`src/rtl/aes_bus_pkg.sv`:
```
// Shared types and constants for the AES128 chip bus sequencer.
// 128-bit vectors are held [127:0]; bit 0 of the chip's [0:127] order is bit 127 here.
package aes_bus_pkg;

    typedef enum logic [2:0] {
        IDLE,
        INIT,
        WR_KEY,
        WR_MSG,
        START,
        WAIT,
        READ,
        RESP
    } state_t;

    localparam logic ADR_KEY  = 1'b1;
    localparam logic ADR_MSG  = 1'b0;
    localparam logic RW_WRITE = 1'b1;
    localparam logic RW_READ  = 1'b0;
    localparam int   WORDS_PER_BLOCK = 4;

    // Word 0 is the most significant 32 bits, matching the chip's load order.
    function automatic logic [31:0] word_sel(input logic [127:0] vec, input logic [1:0] idx);
        logic [31:0] w;
        case (idx)
            2'd0:    w = vec[127:96];
            2'd1:    w = vec[95:64];
            2'd2:    w = vec[63:32];
            default: w = vec[31:0];
        endcase
        return w;
    endfunction

endpackage

```
`src/rtl/aes_bus_master_aes_word_serializer.sv`:
```
// 128-to-32 word selector driven by a wrapping 2-bit word counter.
// last flags the final word of a block so the owner can change state on it.
module aes_word_serializer
    import aes_bus_pkg::*;
(
    input  logic         clk,
    input  logic         reset,
    input  logic         en,
    input  logic [127:0] block,
    output logic [31:0]  word,
    output logic         last
);

    logic [1:0] idx_reg;

    always_ff @(posedge clk) begin
        if (!reset) begin
            idx_reg <= '0;
        end else if (en) begin
            idx_reg <= idx_reg + 2'd1;
        end
    end

    assign word = word_sel(block, idx_reg);
    assign last = en && (idx_reg == 2'(WORDS_PER_BLOCK - 1));

endmodule

```
`src/rtl/aes_bus_master.sv`:
```
// Host-side sequencer: loads key/block into the AES128 chip over its 32-bit
// word bus, starts the core, waits out its latency and reads the result back.
module aes_bus_master
    import aes_bus_pkg::*;
#(
    parameter int CORE_LAT = 12,
    parameter int READ_LAT = 1
) (
    input  logic         clk,
    input  logic         reset,
    input  logic         req_valid,
    output logic         req_ready,
    input  logic [127:0] req_key,
    input  logic [127:0] req_msg,
    input  logic         req_dec,
    input  logic         req_key_reuse,
    output logic         res_valid,
    input  logic         res_ready,
    output logic [127:0] res_data,
    output logic         initiate,
    output logic         RW,
    output logic         adress,
    output logic [31:0]  data_out,
    output logic         data_oe,
    input  logic [31:0]  data_in,
    output logic         selCypher,
    output logic         start,
    output logic         busy
);

    localparam int WAIT_W = (CORE_LAT > 1) ? $clog2(CORE_LAT) : 1;

    state_t              state_reg, state_next;
    logic                ready_en_reg;
    logic [127:0]        key_reg, msg_reg;
    logic                dec_reg, reuse_reg;
    logic [WAIT_W-1:0]   wait_reg, wait_next;
    logic [1:0]          rd_idx_reg, rd_idx_next;
    logic                strobe_done_reg, strobe_done_next;
    logic                strobe;
    logic [READ_LAT-1:0]      pend_pipe_reg;
    logic [READ_LAT-1:0][1:0] idx_pipe_reg;
    logic                cap_en;
    logic [1:0]          cap_idx;
    logic                ser_en, ser_last;
    logic [31:0]         ser_word;
    logic [127:0]        ser_block;
    logic                accept;

    assign accept    = req_valid && req_ready;
    assign cap_en    = pend_pipe_reg[READ_LAT-1];
    assign cap_idx   = idx_pipe_reg[READ_LAT-1];
    assign ser_block = (state_reg == WR_KEY) ? key_reg : msg_reg;

    aes_word_serializer u_ser (
        .clk   (clk),
        .reset (reset),
        .en    (ser_en),
        .block (ser_block),
        .word  (ser_word),
        .last  (ser_last)
    );

    always_ff @(posedge clk) begin
        if (!reset) begin
            state_reg       <= IDLE;
            ready_en_reg    <= 1'b0;
            wait_reg        <= '0;
            rd_idx_reg      <= '0;
            strobe_done_reg <= 1'b0;
            key_reg         <= '0;
            msg_reg         <= '0;
            dec_reg         <= 1'b0;
            reuse_reg       <= 1'b0;
        end else begin
            state_reg       <= state_next;
            ready_en_reg    <= 1'b1;
            wait_reg        <= wait_next;
            rd_idx_reg      <= rd_idx_next;
            strobe_done_reg <= strobe_done_next;
            if (accept) begin
                key_reg   <= req_key;
                msg_reg   <= req_msg;
                dec_reg   <= req_dec;
                reuse_reg <= req_key_reuse;
            end
        end
    end

    // Read strobes are tracked through a READ_LAT-deep pipe so each word is
    // captured exactly when the chip presents it.
    if (READ_LAT == 1) begin : g_lat1
        always_ff @(posedge clk) begin
            if (!reset) begin
                pend_pipe_reg <= '0;
                idx_pipe_reg  <= '0;
            end else begin
                pend_pipe_reg[0] <= strobe;
                idx_pipe_reg[0]  <= rd_idx_reg;
            end
        end
    end else begin : g_latn
        always_ff @(posedge clk) begin
            if (!reset) begin
                pend_pipe_reg <= '0;
                idx_pipe_reg  <= '0;
            end else begin
                pend_pipe_reg <= {pend_pipe_reg[READ_LAT-2:0], strobe};
                idx_pipe_reg  <= {idx_pipe_reg[READ_LAT-2:0], rd_idx_reg};
            end
        end
    end

    for (genvar gi = 0; gi < WORDS_PER_BLOCK; gi++) begin : g_res
        logic [31:0] word_reg;
        always_ff @(posedge clk) begin
            if (!reset) begin
                word_reg <= '0;
            end else if (cap_en && (cap_idx == 2'(gi))) begin
                word_reg <= data_in;
            end
        end
        assign res_data[127-32*gi -: 32] = word_reg;
    end

    always_comb begin
        state_next       = state_reg;
        wait_next        = wait_reg;
        rd_idx_next      = rd_idx_reg;
        strobe_done_next = strobe_done_reg;
        ser_en           = 1'b0;
        strobe           = 1'b0;
        req_ready        = 1'b0;
        res_valid        = 1'b0;
        initiate         = 1'b0;
        RW               = RW_WRITE;
        adress           = ADR_MSG;
        data_out         = '0;
        data_oe          = 1'b0;
        start            = 1'b0;
        selCypher        = 1'b0;
        busy             = (state_reg != IDLE);
        case (state_reg)
            IDLE: begin
                req_ready = ready_en_reg;
                if (req_valid && ready_en_reg) state_next = INIT;
            end
            INIT: begin
                initiate   = 1'b1;
                state_next = reuse_reg ? WR_MSG : WR_KEY;
            end
            WR_KEY: begin
                ser_en   = 1'b1;
                adress   = ADR_KEY;
                data_oe  = 1'b1;
                data_out = ser_word;
                if (ser_last) state_next = WR_MSG;
            end
            WR_MSG: begin
                ser_en   = 1'b1;
                data_oe  = 1'b1;
                data_out = ser_word;
                if (ser_last) state_next = START;
            end
            START: begin
                start      = 1'b1;
                selCypher  = dec_reg;
                wait_next  = '0;
                state_next = WAIT;
            end
            WAIT: begin
                selCypher = dec_reg;
                if (wait_reg == WAIT_W'(CORE_LAT - 1)) begin
                    wait_next  = '0;
                    state_next = READ;
                end else begin
                    wait_next = wait_reg + WAIT_W'(1);
                end
            end
            READ: begin
                selCypher = dec_reg;
                if (!strobe_done_reg) begin
                    strobe      = 1'b1;
                    RW          = RW_READ;
                    rd_idx_next = rd_idx_reg + 2'd1;
                    if (rd_idx_reg == 2'(WORDS_PER_BLOCK - 1)) strobe_done_next = 1'b1;
                end
                if (cap_en && (cap_idx == 2'(WORDS_PER_BLOCK - 1))) begin
                    strobe_done_next = 1'b0;
                    state_next       = RESP;
                end
            end
            RESP: begin
                res_valid = 1'b1;
                if (res_ready) state_next = IDLE;
            end
            default: state_next = IDLE;
        endcase
    end

endmodule

```
`config.mk`:
```
export PLATFORM = sky130hd
export DESIGN_NAME = aes_bus_master
export DESIGN_NICKNAME = d
export VERILOG_FILES = /design/src/rtl/aes_bus_pkg.sv /design/src/rtl/aes_bus_master_aes_word_serializer.sv /design/src/rtl/aes_bus_master.sv
export SDC_FILE = /design/constraint.sdc
export NUM_CORES = 1
export LEC_CHECK = 0
export CORE_ASPECT_RATIO = 0.75
export CORE_UTILIZATION = 25
export CTS_CLUSTER_DIAMETER = 40
export CTS_CLUSTER_SIZE = 12
export DETAILED_ROUTE_END_ITERATION = 16
export RECOVER_POWER = 25
export SLEW_MARGIN = 20
export SYNTH_ARGS = -nofsm -noshare
export SYNTH_HDL_FRONTEND = slang
export SYNTH_SLANG_ARGS = --single-unit
export TNS_END_PERCENT = 100
```
`constraint.sdc`:
```
create_clock -name clk -period 2.3 [get_ports clk]
set_input_delay 0.345 -clock clk [delete_from_list [all_inputs] [get_ports clk]]
set_output_delay 0.345 -clock clk [all_outputs]
set_load 0.01 [all_outputs]
```
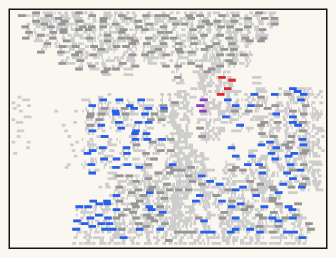
Figure 1: register map, names as in the netlist.
legend:
  wait_reg:
    colour: red
    placed_flops: 4
  state_reg:
    colour: purple
    placed_flops: 3
  key_reg:
    colour: blue
    placed_flops: 128
not coloured: 267
Reg area: 0.008051 sq mm
Seq group: 7.59 mW
sequential cell area share: 0.3007

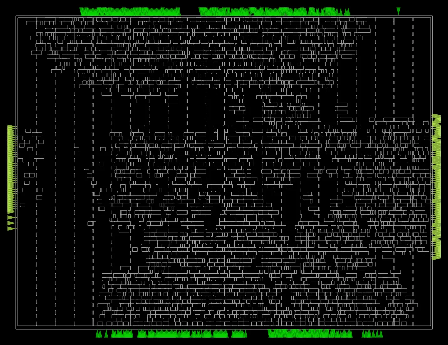
Figure 2: cell outlines without signal wires.
Fill cells: 6917
Final Util: 0.3912

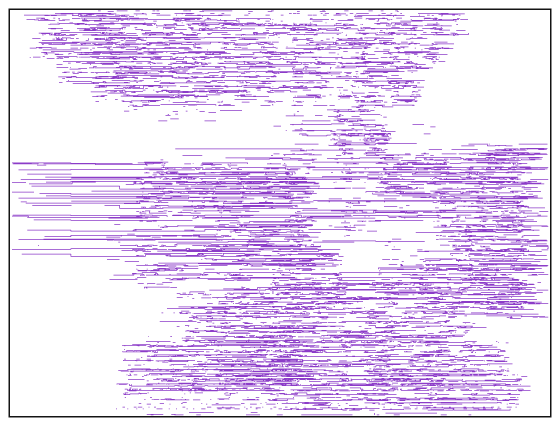
Figure 3: signal wires on met1.
nets with wire on the layer: 2692
share of all routed wire: 49%
Routed WL: 70.85 mm
met1 GRT Util: 0.2857
vias: 16500

==> flow_summary.ini <==
; synthesis and place-and-route metrics
[run_status]
status = finished with violations
violations = setup timing

[detailed_routing]
routedWlPerCell_um = 20.00

[clocking]
cts_buffer_depth = 3
cts_buffers = 68
clkLatencyLatePin_ns = 0.58

[critical_path]
r2r_cells = 8
cpPeakStageDelay_ns = 0.46
startpoint = state_reg[0]$_SDFFE_PN0P_
end_kind = primary output

[final_timing]
finalSetupViolations = 35
tightest_slew_ns = 1.479
setup_slack_ns = -0.4620
final.min_clock_period_ns = 2.762

[logic_synthesis]
ys_cells = 2119
synthArstFlopShare = 0

[die]
tap_cells = 892
pin_count = 463

[power]
power_mw = 21.45

[flow_run]
drv_cap = 0

[global_route]
antenna_found_initial = 30

[cells_and_area]
sh_comb_area = 0.3406
No activity file was given, so power comes from the tool's default toggle rates.
